## src/rtl/lock_sequencer_if.sv

```systemverilog
// Signal bundle between the transit sequencer and the canal lock controller.
// The sequencer uses the master view and the lock, or a model of it, uses the slave view.
interface lock_sequencer_if;
    logic [7:0] outer_water;
    logic [7:0] inner_water;
    logic [7:0] lock_water;
    logic       outer_closed;
    logic       inner_closed;
    logic       gondola_arr;
    logic       gondola_dep;
    logic       cmd_arrive;
    logic       cmd_depart;
    logic       cmd_outer_cl;
    logic       cmd_inner_cl;
    logic       cmd_raise;
    logic       cmd_lower;
    logic       cmd_dir;

    modport master (
        input  outer_water, inner_water, lock_water,
        input  outer_closed, inner_closed, gondola_arr, gondola_dep,
        output cmd_arrive, cmd_depart, cmd_outer_cl, cmd_inner_cl,
        output cmd_raise, cmd_lower, cmd_dir
    );

    modport slave (
        output outer_water, inner_water, lock_water,
        output outer_closed, inner_closed, gondola_arr, gondola_dep,
        input  cmd_arrive, cmd_depart, cmd_outer_cl, cmd_inner_cl,
        input  cmd_raise, cmd_lower, cmd_dir
    );
endinterface

```

## src/rtl/lock_sequencer.sv

```systemverilog
// Autonomous canal-lock transit sequencer: one full gondola transit per accepted request.
// Optional wait-state watchdog is enabled by defining LOCK_SEQ_TIMEOUT_EN.
module lock_sequencer #(
    parameter int TOL       = 1,
    parameter int ENTER_CYC = 4
`ifdef LOCK_SEQ_TIMEOUT_EN
    ,
    parameter int TIMEOUT   = 64
`endif
) (
    input  logic             clk,
    input  logic             rst,
    // i_req is sampled only in IDLE and is accepted on that edge; o_busy high means
    // further requests are dropped, not queued. o_done pulses once per finished transit.
    input  logic             i_req,
    input  logic             i_dir,
    lock_sequencer_if.master lk,
    output logic             o_busy,
    output logic             o_done,
    output logic             o_fault,
    output logic [3:0]       o_state
);

    typedef enum logic [3:0] {
        S_IDLE, S_ARRIVE, S_ARR_WAIT, S_ALIGN_IN, S_OPEN_IN, S_ENTER,
        S_CLOSE_IN, S_ALIGN_OUT, S_OPEN_OUT, S_EXIT, S_CLOSE_OUT, S_FAULT
    } state_t;

    localparam int         CW   = (ENTER_CYC > 1) ? $clog2(ENTER_CYC) : 1;
    localparam logic [8:0] TOL9 = 9'(TOL);

    state_t          r_state, w_state;
    logic            r_dir, w_dir;
    logic            r_settle, w_settle;
    logic [CW-1:0]   r_cnt, w_cnt;
    logic            r_dep_seen, w_dep_seen;
    logic            r_arrive, w_arrive;
    logic            r_depart, w_depart;
    logic            r_outer_cl, w_outer_cl;
    logic            r_inner_cl, w_inner_cl;
    logic            r_raise, w_raise;
    logic            r_lower, w_lower;
    logic            r_busy, w_busy;
    logic            r_done, w_done;
    logic            w_entry_open, w_exit_open;
    logic            w_entry_closed, w_exit_closed;
    logic [7:0]      w_entry_tgt, w_exit_tgt;
    logic [8:0]      w_tgt9, w_lvl9;
    logic            w_low, w_high;

    // Entry side is the outer port when r_dir=1; the exit side is always the other one.
    assign w_entry_closed = r_dir ? lk.outer_closed : lk.inner_closed;
    assign w_exit_closed  = r_dir ? lk.inner_closed : lk.outer_closed;
    assign w_entry_tgt    = r_dir ? lk.outer_water  : lk.inner_water;
    assign w_exit_tgt     = r_dir ? lk.inner_water  : lk.outer_water;

    // 9-bit compare so neither lvl+TOL nor tgt+TOL can wrap at 255.
    assign w_tgt9 = {1'b0, (r_state == S_ALIGN_OUT) ? w_exit_tgt : w_entry_tgt};
    assign w_lvl9 = {1'b0, lk.lock_water};
    assign w_low  = (w_lvl9 + TOL9) < w_tgt9;
    assign w_high = w_lvl9 > (w_tgt9 + TOL9);

`ifdef LOCK_SEQ_TIMEOUT_EN
    localparam int WW = (TIMEOUT > 1) ? $clog2(TIMEOUT) : 1;
    logic [WW-1:0] r_wait, w_wait;
    logic          r_fault;
`endif

    always_comb begin
        w_state    = r_state;
        w_dir      = r_dir;
        w_settle   = 1'b0;
        w_cnt      = '0;
        w_dep_seen = 1'b0;
        w_raise    = 1'b0;
        w_lower    = 1'b0;
        w_done     = 1'b0;
        case (r_state)
            S_IDLE: begin
                if (i_req) begin
                    w_dir   = i_dir;
                    w_state = S_ARRIVE;
                end
            end
            S_ARRIVE:   if (lk.gondola_arr)  w_state = S_ARR_WAIT;
            S_ARR_WAIT: if (!lk.gondola_arr) w_state = S_ALIGN_IN;
            S_ALIGN_IN, S_ALIGN_OUT: begin
                // ISSUE cycle when r_settle=0; the following SETTLE cycle lets the level update.
                if (!r_settle) begin
                    if (w_low) begin
                        w_raise  = 1'b1;
                        w_settle = 1'b1;
                    end else if (w_high) begin
                        w_lower  = 1'b1;
                        w_settle = 1'b1;
                    end else begin
                        w_state = (r_state == S_ALIGN_IN) ? S_OPEN_IN : S_OPEN_OUT;
                    end
                end
            end
            S_OPEN_IN: if (!w_entry_closed) w_state = S_ENTER;
            S_ENTER: begin
                if (r_cnt == CW'(ENTER_CYC - 1)) w_state = S_CLOSE_IN;
                else                             w_cnt   = r_cnt + 1'b1;
            end
            S_CLOSE_IN: if (w_entry_closed) w_state = S_ALIGN_OUT;
            S_OPEN_OUT: if (!w_exit_closed) w_state = S_EXIT;
            S_EXIT: begin
                w_dep_seen = r_dep_seen | lk.gondola_dep;
                if (r_dep_seen && !lk.gondola_dep) begin
                    w_dep_seen = 1'b0;
                    w_state    = S_CLOSE_OUT;
                end
            end
            S_CLOSE_OUT: begin
                if (w_exit_closed) begin
                    w_state = S_IDLE;
                    w_done  = 1'b1;
                end
            end
            default: ;
        endcase

`ifdef LOCK_SEQ_TIMEOUT_EN
        // Watchdog: counts cycles spent in the same wait state; any state change clears it.
        w_wait = '0;
        if (w_state == r_state && r_state != S_IDLE && r_state != S_ENTER && r_state != S_FAULT) begin
            if (r_wait == WW'(TIMEOUT - 1)) begin
                w_state = S_FAULT;
                w_raise = 1'b0;
                w_lower = 1'b0;
            end else begin
                w_wait = r_wait + 1'b1;
            end
        end
`endif

        // Registered outputs are decoded from the next state so they line up with it.
        w_entry_open = (w_state == S_OPEN_IN)  || (w_state == S_ENTER);
        w_exit_open  = (w_state == S_OPEN_OUT) || (w_state == S_EXIT);
        w_outer_cl   = w_dir ? !w_entry_open : !w_exit_open;
        w_inner_cl   = w_dir ? !w_exit_open  : !w_entry_open;
        w_arrive     = (w_state == S_ARRIVE) || (w_state == S_ARR_WAIT);
        w_depart     = (w_state == S_EXIT);
        w_busy       = (w_state != S_IDLE);
    end

    always_ff @(posedge clk) begin
        if (rst) begin
            r_state    <= S_IDLE;
            r_dir      <= 1'b0;
            r_settle   <= 1'b0;
            r_cnt      <= '0;
            r_dep_seen <= 1'b0;
            r_arrive   <= 1'b0;
            r_depart   <= 1'b0;
            r_outer_cl <= 1'b1;
            r_inner_cl <= 1'b1;
            r_raise    <= 1'b0;
            r_lower    <= 1'b0;
            r_busy     <= 1'b0;
            r_done     <= 1'b0;
        end else begin
            r_state    <= w_state;
            r_dir      <= w_dir;
            r_settle   <= w_settle;
            r_cnt      <= w_cnt;
            r_dep_seen <= w_dep_seen;
            r_arrive   <= w_arrive;
            r_depart   <= w_depart;
            r_outer_cl <= w_outer_cl;
            r_inner_cl <= w_inner_cl;
            r_raise    <= w_raise;
            r_lower    <= w_lower;
            r_busy     <= w_busy;
            r_done     <= w_done;
        end
    end

`ifdef LOCK_SEQ_TIMEOUT_EN
    always_ff @(posedge clk) begin
        if (rst) begin
            r_wait  <= '0;
            r_fault <= 1'b0;
        end else begin
            r_wait  <= w_wait;
            r_fault <= (w_state == S_FAULT);
        end
    end
    assign o_fault = r_fault;
`else
    assign o_fault = 1'b0;
`endif

    assign lk.cmd_arrive   = r_arrive;
    assign lk.cmd_depart   = r_depart;
    assign lk.cmd_outer_cl = r_outer_cl;
    assign lk.cmd_inner_cl = r_inner_cl;
    assign lk.cmd_raise    = r_raise;
    assign lk.cmd_lower    = r_lower;
    assign lk.cmd_dir      = r_dir;
    assign o_busy          = r_busy;
    assign o_done          = r_done;
    assign o_state         = r_state;

endmodule
```

## src/flat_wrapper.sv

```systemverilog
// flat-port wrapper written by rule: the top's interface ports become plain ports
module lock_sequencer_flat 
#(
    parameter int TOL       = 1,
    parameter int ENTER_CYC = 4

)
  (clk, rst, i_req, i_dir, o_busy, o_done, o_fault, o_state, lk_outer_water, lk_inner_water, lk_lock_water, lk_outer_closed, lk_inner_closed, lk_gondola_arr, lk_gondola_dep, lk_cmd_arrive, lk_cmd_depart, lk_cmd_outer_cl, lk_cmd_inner_cl, lk_cmd_raise, lk_cmd_lower, lk_cmd_dir);
  lock_sequencer_if lk_i ();
  input  logic clk;
  input  logic rst;
  input  logic i_req;
  input  logic i_dir;
  output logic o_busy;
  output logic o_done;
  output logic o_fault;
  output logic [3:0] o_state;
  input wire logic [$bits(lk_i.outer_water)-1:0] lk_outer_water;
  input wire logic [$bits(lk_i.inner_water)-1:0] lk_inner_water;
  input wire logic [$bits(lk_i.lock_water)-1:0] lk_lock_water;
  input wire logic [$bits(lk_i.outer_closed)-1:0] lk_outer_closed;
  input wire logic [$bits(lk_i.inner_closed)-1:0] lk_inner_closed;
  input wire logic [$bits(lk_i.gondola_arr)-1:0] lk_gondola_arr;
  input wire logic [$bits(lk_i.gondola_dep)-1:0] lk_gondola_dep;
  output wire logic [$bits(lk_i.cmd_arrive)-1:0] lk_cmd_arrive;
  output wire logic [$bits(lk_i.cmd_depart)-1:0] lk_cmd_depart;
  output wire logic [$bits(lk_i.cmd_outer_cl)-1:0] lk_cmd_outer_cl;
  output wire logic [$bits(lk_i.cmd_inner_cl)-1:0] lk_cmd_inner_cl;
  output wire logic [$bits(lk_i.cmd_raise)-1:0] lk_cmd_raise;
  output wire logic [$bits(lk_i.cmd_lower)-1:0] lk_cmd_lower;
  output wire logic [$bits(lk_i.cmd_dir)-1:0] lk_cmd_dir;
  assign lk_i.outer_water = lk_outer_water;
  assign lk_i.inner_water = lk_inner_water;
  assign lk_i.lock_water = lk_lock_water;
  assign lk_i.outer_closed = lk_outer_closed;
  assign lk_i.inner_closed = lk_inner_closed;
  assign lk_i.gondola_arr = lk_gondola_arr;
  assign lk_i.gondola_dep = lk_gondola_dep;
  assign lk_cmd_arrive = lk_i.cmd_arrive;
  assign lk_cmd_depart = lk_i.cmd_depart;
  assign lk_cmd_outer_cl = lk_i.cmd_outer_cl;
  assign lk_cmd_inner_cl = lk_i.cmd_inner_cl;
  assign lk_cmd_raise = lk_i.cmd_raise;
  assign lk_cmd_lower = lk_i.cmd_lower;
  assign lk_cmd_dir = lk_i.cmd_dir;
  lock_sequencer #(.TOL(TOL), .ENTER_CYC(ENTER_CYC)) u_core (.clk(clk), .rst(rst), .i_req(i_req), .i_dir(i_dir), .lk(lk_i), .o_busy(o_busy), .o_done(o_done), .o_fault(o_fault), .o_state(o_state));
endmodule
```

## config.mk

```make
export PLATFORM = sky130hd
export DESIGN_NAME = lock_sequencer_flat
export DESIGN_NICKNAME = d
export VERILOG_FILES = /design/src/rtl/lock_sequencer_if.sv /design/src/rtl/lock_sequencer.sv /design/src/flat_wrapper.sv
export SDC_FILE = /design/constraint.sdc
export NUM_CORES = 1
export LEC_CHECK = 0
export ABC_AREA = 1
export CORE_AREA = 5 5 82 84
export CTS_BUF_LIST = sky130_fd_sc_hd__clkbuf_4 sky130_fd_sc_hd__clkbuf_8
export DETAILED_ROUTE_END_ITERATION = 6
export DIE_AREA = 0 0 87 89
export HOLD_SLACK_MARGIN = 0.06
export PLACE_DENSITY = 0.64
export SYNTH_ARGS = -nofsm -noshare
export SYNTH_HDL_FRONTEND = slang
export SYNTH_SLANG_ARGS = --single-unit
```

## constraint.sdc

```tcl
create_clock -name clk -period 8.8 [get_ports clk]
set_input_delay 1.76 -clock clk [delete_from_list [all_inputs] [get_ports clk]]
set_output_delay 1.76 -clock clk [all_outputs]
set_load 0.01 [all_outputs]
```

run_1/io_placement.png
Bar = 20 um. Pins as bars across the die edge, other pins in gray.
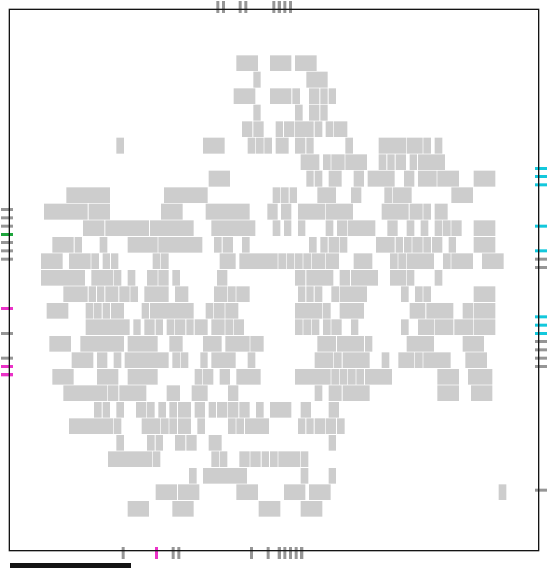
Key: lk_lock_water = cyan [pins 8, direction input, edge right]; lk_cmd_arrive = green [pins 1, direction output, edge left]; o_state = magenta [pins 4, direction output, edge 3 left, 1 bottom]
All pins by edge: 15 right, 12 left, 11 bottom, 8 top.

run_1/sizes.png
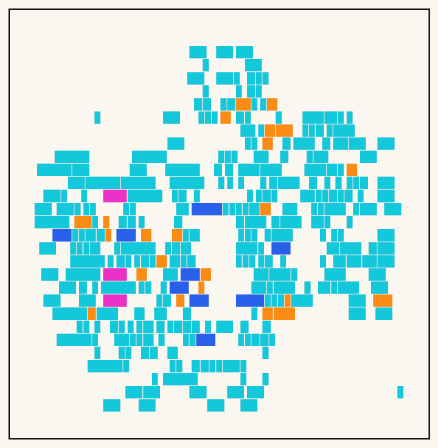
Key: _2 cells = orange [cells 23, share 7.0%]; _3 and _4 cells = blue [cells 9, share 2.7%]; _6 and larger = magenta [cells 3, share 0.91%]; _0 and _1 cells = cyan [cells 293, share 89%]

run_1/cell_density.png
9 x 9 tiles, from white (low) to dark blue (high), 0 to 100% covered.
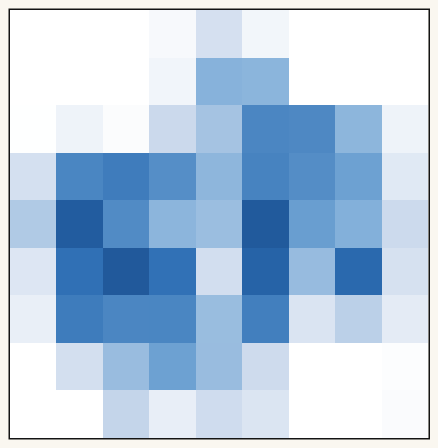
The mean over all tiles is 30%. 6.2% of the tiles are over 75% full. The emptiest ninth of the die: top left.
Initial Util: 0.321
post-layout util: 0.410
core region area: 0.00585 sq mm

run_1/placement.png
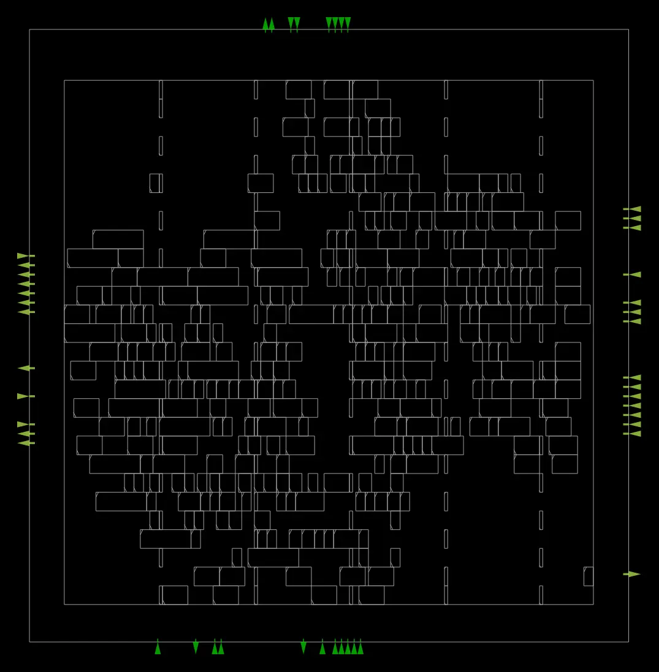
sequential portion of the cell area: 0.142
# fillers: 596
non-filler instance count after layout: 403

==> metrics.cfg, run 1 <==
[die]
tap_cells=75
chipWidth_um=87

[critical_path]
crit_chain=clkdlybuf4s50_1 > mux2i_1 > inv_2 > ha_1 > nand3_1 > nor2_4 > xor2_1 > ha_1 > nand2_1 > nor2_1 > nand2_1 > nand3_1 > nand2_1 > nand2_1 > nand2_1 > nand2_1 > nand3_4 > nand3_1 > nand2_1 > nand2_2 > nand2_4 > o21ai_1 > inv_1 > nor2_1
slowest_delay_ns=0.41
critPathKind=in -> reg

[clock_tree]
clock_latency_ns=0.24

[yosys]
most_common_cell=nand2_1
syn_inst=287
synth_seq_share=0.181
ys_top_cells_by_area=dfxtp_1 (18%), ha_1 (13%), nand2_1 (12%)
aoi_share=0.125
yosys.area.top_type_share=0.181
common_cells=nand2_1 (61), inv_1 (48), nor2_1 (25)
floorplan.nets=338
enable_flop_cells=0
ys_ff=17

[place]
post_dp_cell_area_sq_mm=0.00235
dpl_worst_slack_ns=4.04

[layout]
ff_count=17
mi_logic_area_sq_mm=0.00128
final-clk-cell-share=0.0193
n_all_inverters=53
area_growth_pct=27.6
mostFrequentLayoutCell=nand2_1
largest_register_ff_count=4
stdcell_area_sq_mm=0.00240

[sta]
timing.final.ws_setup_ns=4.34
max_freq_ghz=0.224
slew_headroom=0.545
worst_hold_slack_ns=0.425
fin_skew_ns=0.000903
setup_tns_ns=0
rsz0062_at_grt=false
finalCritPeriodShare=0.507

[global_routing]
gr-total-overflow=0
grt_max_degree=22
antenna_found_initial=0
grt_pass1_vias=1894

[power]
peakVddDrop_v=0.000106
p_total_uw=264

[run_status]
status=completed

-- run 1: per-layer routing --
metal	wire, um	vias up
met1	2070	842
met3	280	8
li1	-	1002
met2	2080	44
met5	0	-
met4	100	0
-- run 1: power groups by stage --
stage                     registers [mW]  clock network (mW)  logic, mW
after floorplan                   0.0881                   0     0.0818
after global placement            0.0894                   0      0.118
after detailed placement          0.0893                   0      0.120
after CTS                         0.0879              0.0588      0.121
after global routing              0.0886              0.0628      0.139
final                             0.0878              0.0562      0.120
-- run 1: cells by family (layout without fill, tap and decap cells) --
family | Yosys count | in the layout
flip-flops | 17 | 17
AND-OR/OR-AND | 40 | 40
multiplexers | 2 | 2
adder cells (fa/ha/maj) | 19 | 19
AND/OR/NAND/NOR | 138 | 138
buffers and inverters | 60 | 101
other | 1 | 1
XOR/XNOR | 10 | 10
-- run 1: worst reg2reg max path, stage by stage (launching register included) --
cell     delay, ns
dfxtp_1       0.52
nand2_2       0.15
nor2_4        0.19
xor2_1        0.30
mux2i_1       0.37
inv_2         0.09
ha_1          0.24
nand3_1       0.13
nor2_4        0.06
xor2_1        0.14
ha_1          0.29
nand2_1       0.07
nor2_1        0.14
nand2_1       0.07
nand3_1       0.07
nand2_1       0.05
nand2_1       0.05
nand2_1       0.04
nand2_1       0.09
nand3_4       0.09
nand3_1       0.08
nand2_1       0.08
nand2_2       0.09
nand2_4       0.07
o21ai_1       0.12
inv_1         0.07
nor2_1        0.07
-- run 1: path summary, 6_finish.rpt --
check | from | to
worst min register to register | u_core.r_cnt[0] | u_core.r_cnt[0]
worst max register to register | u_core.o_state[2] | u_core.lk.cmd_arrive
worst max-delay path | lk_outer_water[0] | u_core.lk.cmd_arrive
worst min-delay path | u_core.r_cnt[0] | u_core.r_cnt[0]
==> run 2, diff against run 1 <==
- clock period: 8.8 -> 4.47 ns (I/O delays scaled with it)
run_2/cell_density.png
9 x 9 tiles, from white (low) to dark blue (high), 0 to 100% covered.
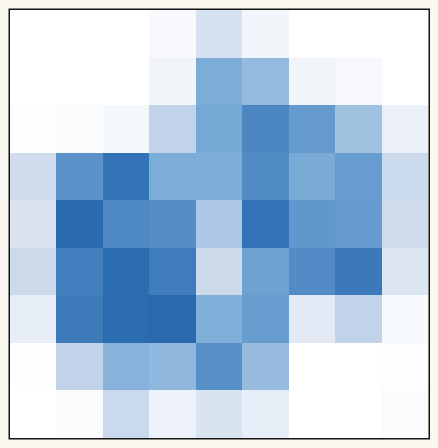
The mean over all tiles is 30%. 4.9% of the tiles are over 75% full. The fullest tile reaches 77%. 24% of the tiles are nearly empty.

==> metrics.cfg, run 2 <==
[power]
p_total_uw=525
peakVddDrop_v=0.000188
cellLeakagePower_nw=1.16

[critical_path]
crit_path_end=u_core.lk.cmd_arrive
r2r-start=u_core.o_state[2]
r2r-end=u_core.lk.cmd_arrive
critPathKind=reg -> reg
startpoint=u_core.o_state[2]

[yosys]
syn_inst=287
floorplan.nets=338
common_cells=nand2_1 (61), inv_1 (48), nor2_1 (25)
ys_top_cells_by_area=dfxtp_1 (18%), ha_1 (13%), nand2_1 (12%)
synth_seq_share=0.181
ys_ff=17
yosys.area.top_type_share=0.181
syn_area_per_cell_sq_um=6.54
enable_flop_cells=0
most_common_cell=nand2_1

[global_routing]
antenna_found_initial=0
gr-total-overflow=0
grt_pass1_vias=1822
grt_max_degree=21
grt_use_total=0.120

[sta]
worst_hold_slack_ns=0.426
timing.final.ws_setup_ns=0.668
max_freq_ghz=0.263
rsz0062_at_grt=false
setup_tns_ns=0
fin_skew_ns=0.000855
finalCritPeriodShare=0.850

[min_path]
hp-start=u_core.r_cnt[0]
whs_endpoint=u_core.r_cnt[0]

[clock_tree]
clock_latency_ns=0.25
clockBufferDepth=2
cts_hold_buf=0

[layout]
fin_cells=404
area_growth_pct=28.0
largest_register_ff_count=4
fin_util=0.411
stdcell_area_sq_mm=0.00240
drive_gt1_frac=0.109
mostFrequentLayoutCell=nand2_1

[run_status]
status=completed

[flow_run]
cap_violations=0

[place]
dpl_worst_slack_ns=0.582
post_dp_cell_area_sq_mm=0.00236

[die]
fp_util=0.321

-- run 2: power by group --
| group | internal (mW) | switching (mW) | total (mW) | leakage (nW) |
|---|---|---|---|---|
| clock | 0.0618 | 0.0513 | 0.113 | 0.0255 |
| sequential | 0.160 | 0.00737 | 0.168 | 0.138 |
| combinational | 0.107 | 0.137 | 0.244 | 0.999 |
-- run 2: area by class of cell --
type / count / area [sq um]
clock buffers: 3 / 41.3
fillers: 626 / 3450
clock inverters: 1 / 5.00
well taps: 75 / 93.8
multi-input cells: 210 / 1280
inverters: 53 / 200
repair buffers: 45 / 448
flip-flops and latches: 17 / 340
-- run 2: worst max-delay path: stages, from the launching register on --
cell	delay [ns]
dfxtp_1	0.52
nand2_2	0.14
nor2_4	0.19
xor2_1	0.29
mux2i_1	0.37
inv_2	0.09
ha_1	0.23
nand3_1	0.13
nor2_4	0.07
xor2_1	0.14
ha_1	0.29
nand2_1	0.07
nor2_1	0.14
nand2_1	0.07
nand3_1	0.07
nand2_1	0.06
nand2_1	0.05
nand2_1	0.04
nand2_1	0.09
nand3_4	0.09
nand3_1	0.08
nand2_1	0.08
nand2_2	0.08
nand2_4	0.07
o21ai_1	0.13
inv_1	0.07
nor2_1	0.08
-- run 2: logic make-up after synthesis --
logic type,count (synthesis),share of synthesized area
mux,2,0.0113
fa+ha+maj,19,0.127
simple gates,138,0.368
buf+inv,60,0.139
other cells,1,0.00200
flops,17,0.181
compound gates,40,0.125
xor+xnor,10,0.0466
-- run 2: per-layer routing --
layer | global-route usage | vias up | share of wire
li1 | - | 1000 | -
met1 | 0.150 | 824 | 0.47
met2 | 0.213 | 37 | 0.46
met3 | 0.0249 | 2 | 0.067
met4 | 0.0255 | 0 | 0.0028
met5 | 0 | - | 0
==> run 3, diff against run 2 <==
- SKIP_LAST_GASP: not set -> 1
run_3/sizes.png
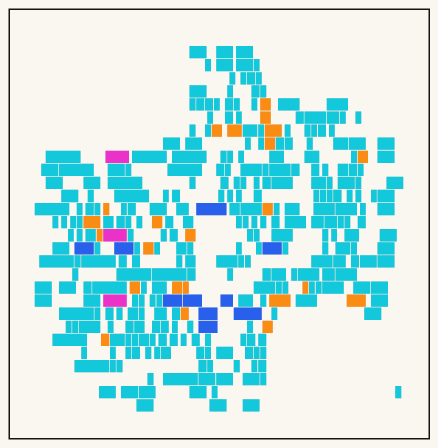
Key: _0 and _1 cells = cyan [cells 293, share 89%]; _6 and larger = magenta [cells 3, share 0.91%]; _2 cells = orange [cells 23, share 7.0%]; _3 and _4 cells = blue [cells 10, share 3.0%]

==> metrics.cfg, run 3 <==
[critical_path]
critPathKind=reg -> reg
crit_top_cell=nand2_1
path_delay_family=simple AND/OR/NAND/NOR gates
crit_buf_inv=2
cp_slowest_cell=dfxtp_1

[yosys]
most_common_cell=nand2_1
ys_top_cells_by_area=dfxtp_1 (18%), ha_1 (13%), nand2_1 (12%)
synth_seq_share=0.181
floorplan.nets=338
ys_ff=17
syn_inst=287
common_cells=nand2_1 (61), inv_1 (48), nor2_1 (25)

[flow_run]
cap_violations=0

[layout]
mi_logic_area_sq_mm=0.00128
stdcell_area_sq_mm=0.00240
fillers=626
seqCellArea_sq_um=340
mostFrequentLayoutCell=nand2_1

[run_status]
status=completed

[drt]
routed.top_layer=met4
wl_met1_um=2130
wl_met2_um=2130

[die]
coreArea_sq_mm=0.00585
chipWidth_um=87

[power]
cellLeakagePower_nw=1.16

[sta]
max_freq_ghz=0.263
worst_hold_slack_ns=0.426
rsz0062_at_grt=false

[clock_tree]
clock_latency_ns=0.25

[global_routing]
grt_max_degree=21
grt_pass1_vias=1822
gr-total-overflow=0
grt_use_total=0.120
antenna_found_initial=0

[run 3: cell counts after synthesis]
Identical to the previous run, type by type.
[run 3: kinds of logic (layout without fill, tap and decap cells)]
kind of cell,count (synthesis),after routing,synth area share
AOI/OAI and AO/OA,40,40,0.125
xor gates and xnor gates,10,10,0.0466
adders and majority gates,19,19,0.127
buffers and inverters,60,102,0.139
DFF,17,17,0.181
muxes,2,2,0.0113
other,1,1,0.00200
and+or+nand+nor,138,138,0.368
[run 3: path summary, 6_finish.rpt]
| path | to | depth (start not counted) | start |
|---|---|---|---|
| setup / recovery | u_core.lk.cmd_arrive | 26 | u_core.o_state[2] |
| hold / removal | u_core.r_cnt[0] | 1 | u_core.r_cnt[0] |
| setup reg to reg | u_core.lk.cmd_arrive | 26 | u_core.o_state[2] |
| hold reg to reg | u_core.r_cnt[0] | 1 | u_core.r_cnt[0] |
[run 3: layer usage]
metal / GRT usage / vias to the layer above
met5: 0 / -
met4: 0.0255 / 0
met3: 0.0249 / 2
met2: 0.213 / 37
met1: 0.150 / 824
li1: - / 1000
[run 3: final cells by class]
cell class                 count  share of cell area
clock buffer                   3              0.0172
clock inverter                 1             0.00208
inverter                      53              0.0832
multi-input combinational    210               0.531
sequential                    17               0.142
tap                           75              0.0390
timing repair buffer          45               0.186
[run 3: power by group]
part           switching [mW]  internal [mW]  leakage (nW)
Clock                  0.0513         0.0618        0.0255
Combinational           0.137          0.107         0.999
Sequential            0.00737          0.160         0.138
Power figures rest on the tool's default switching activity, not on a simulated workload.
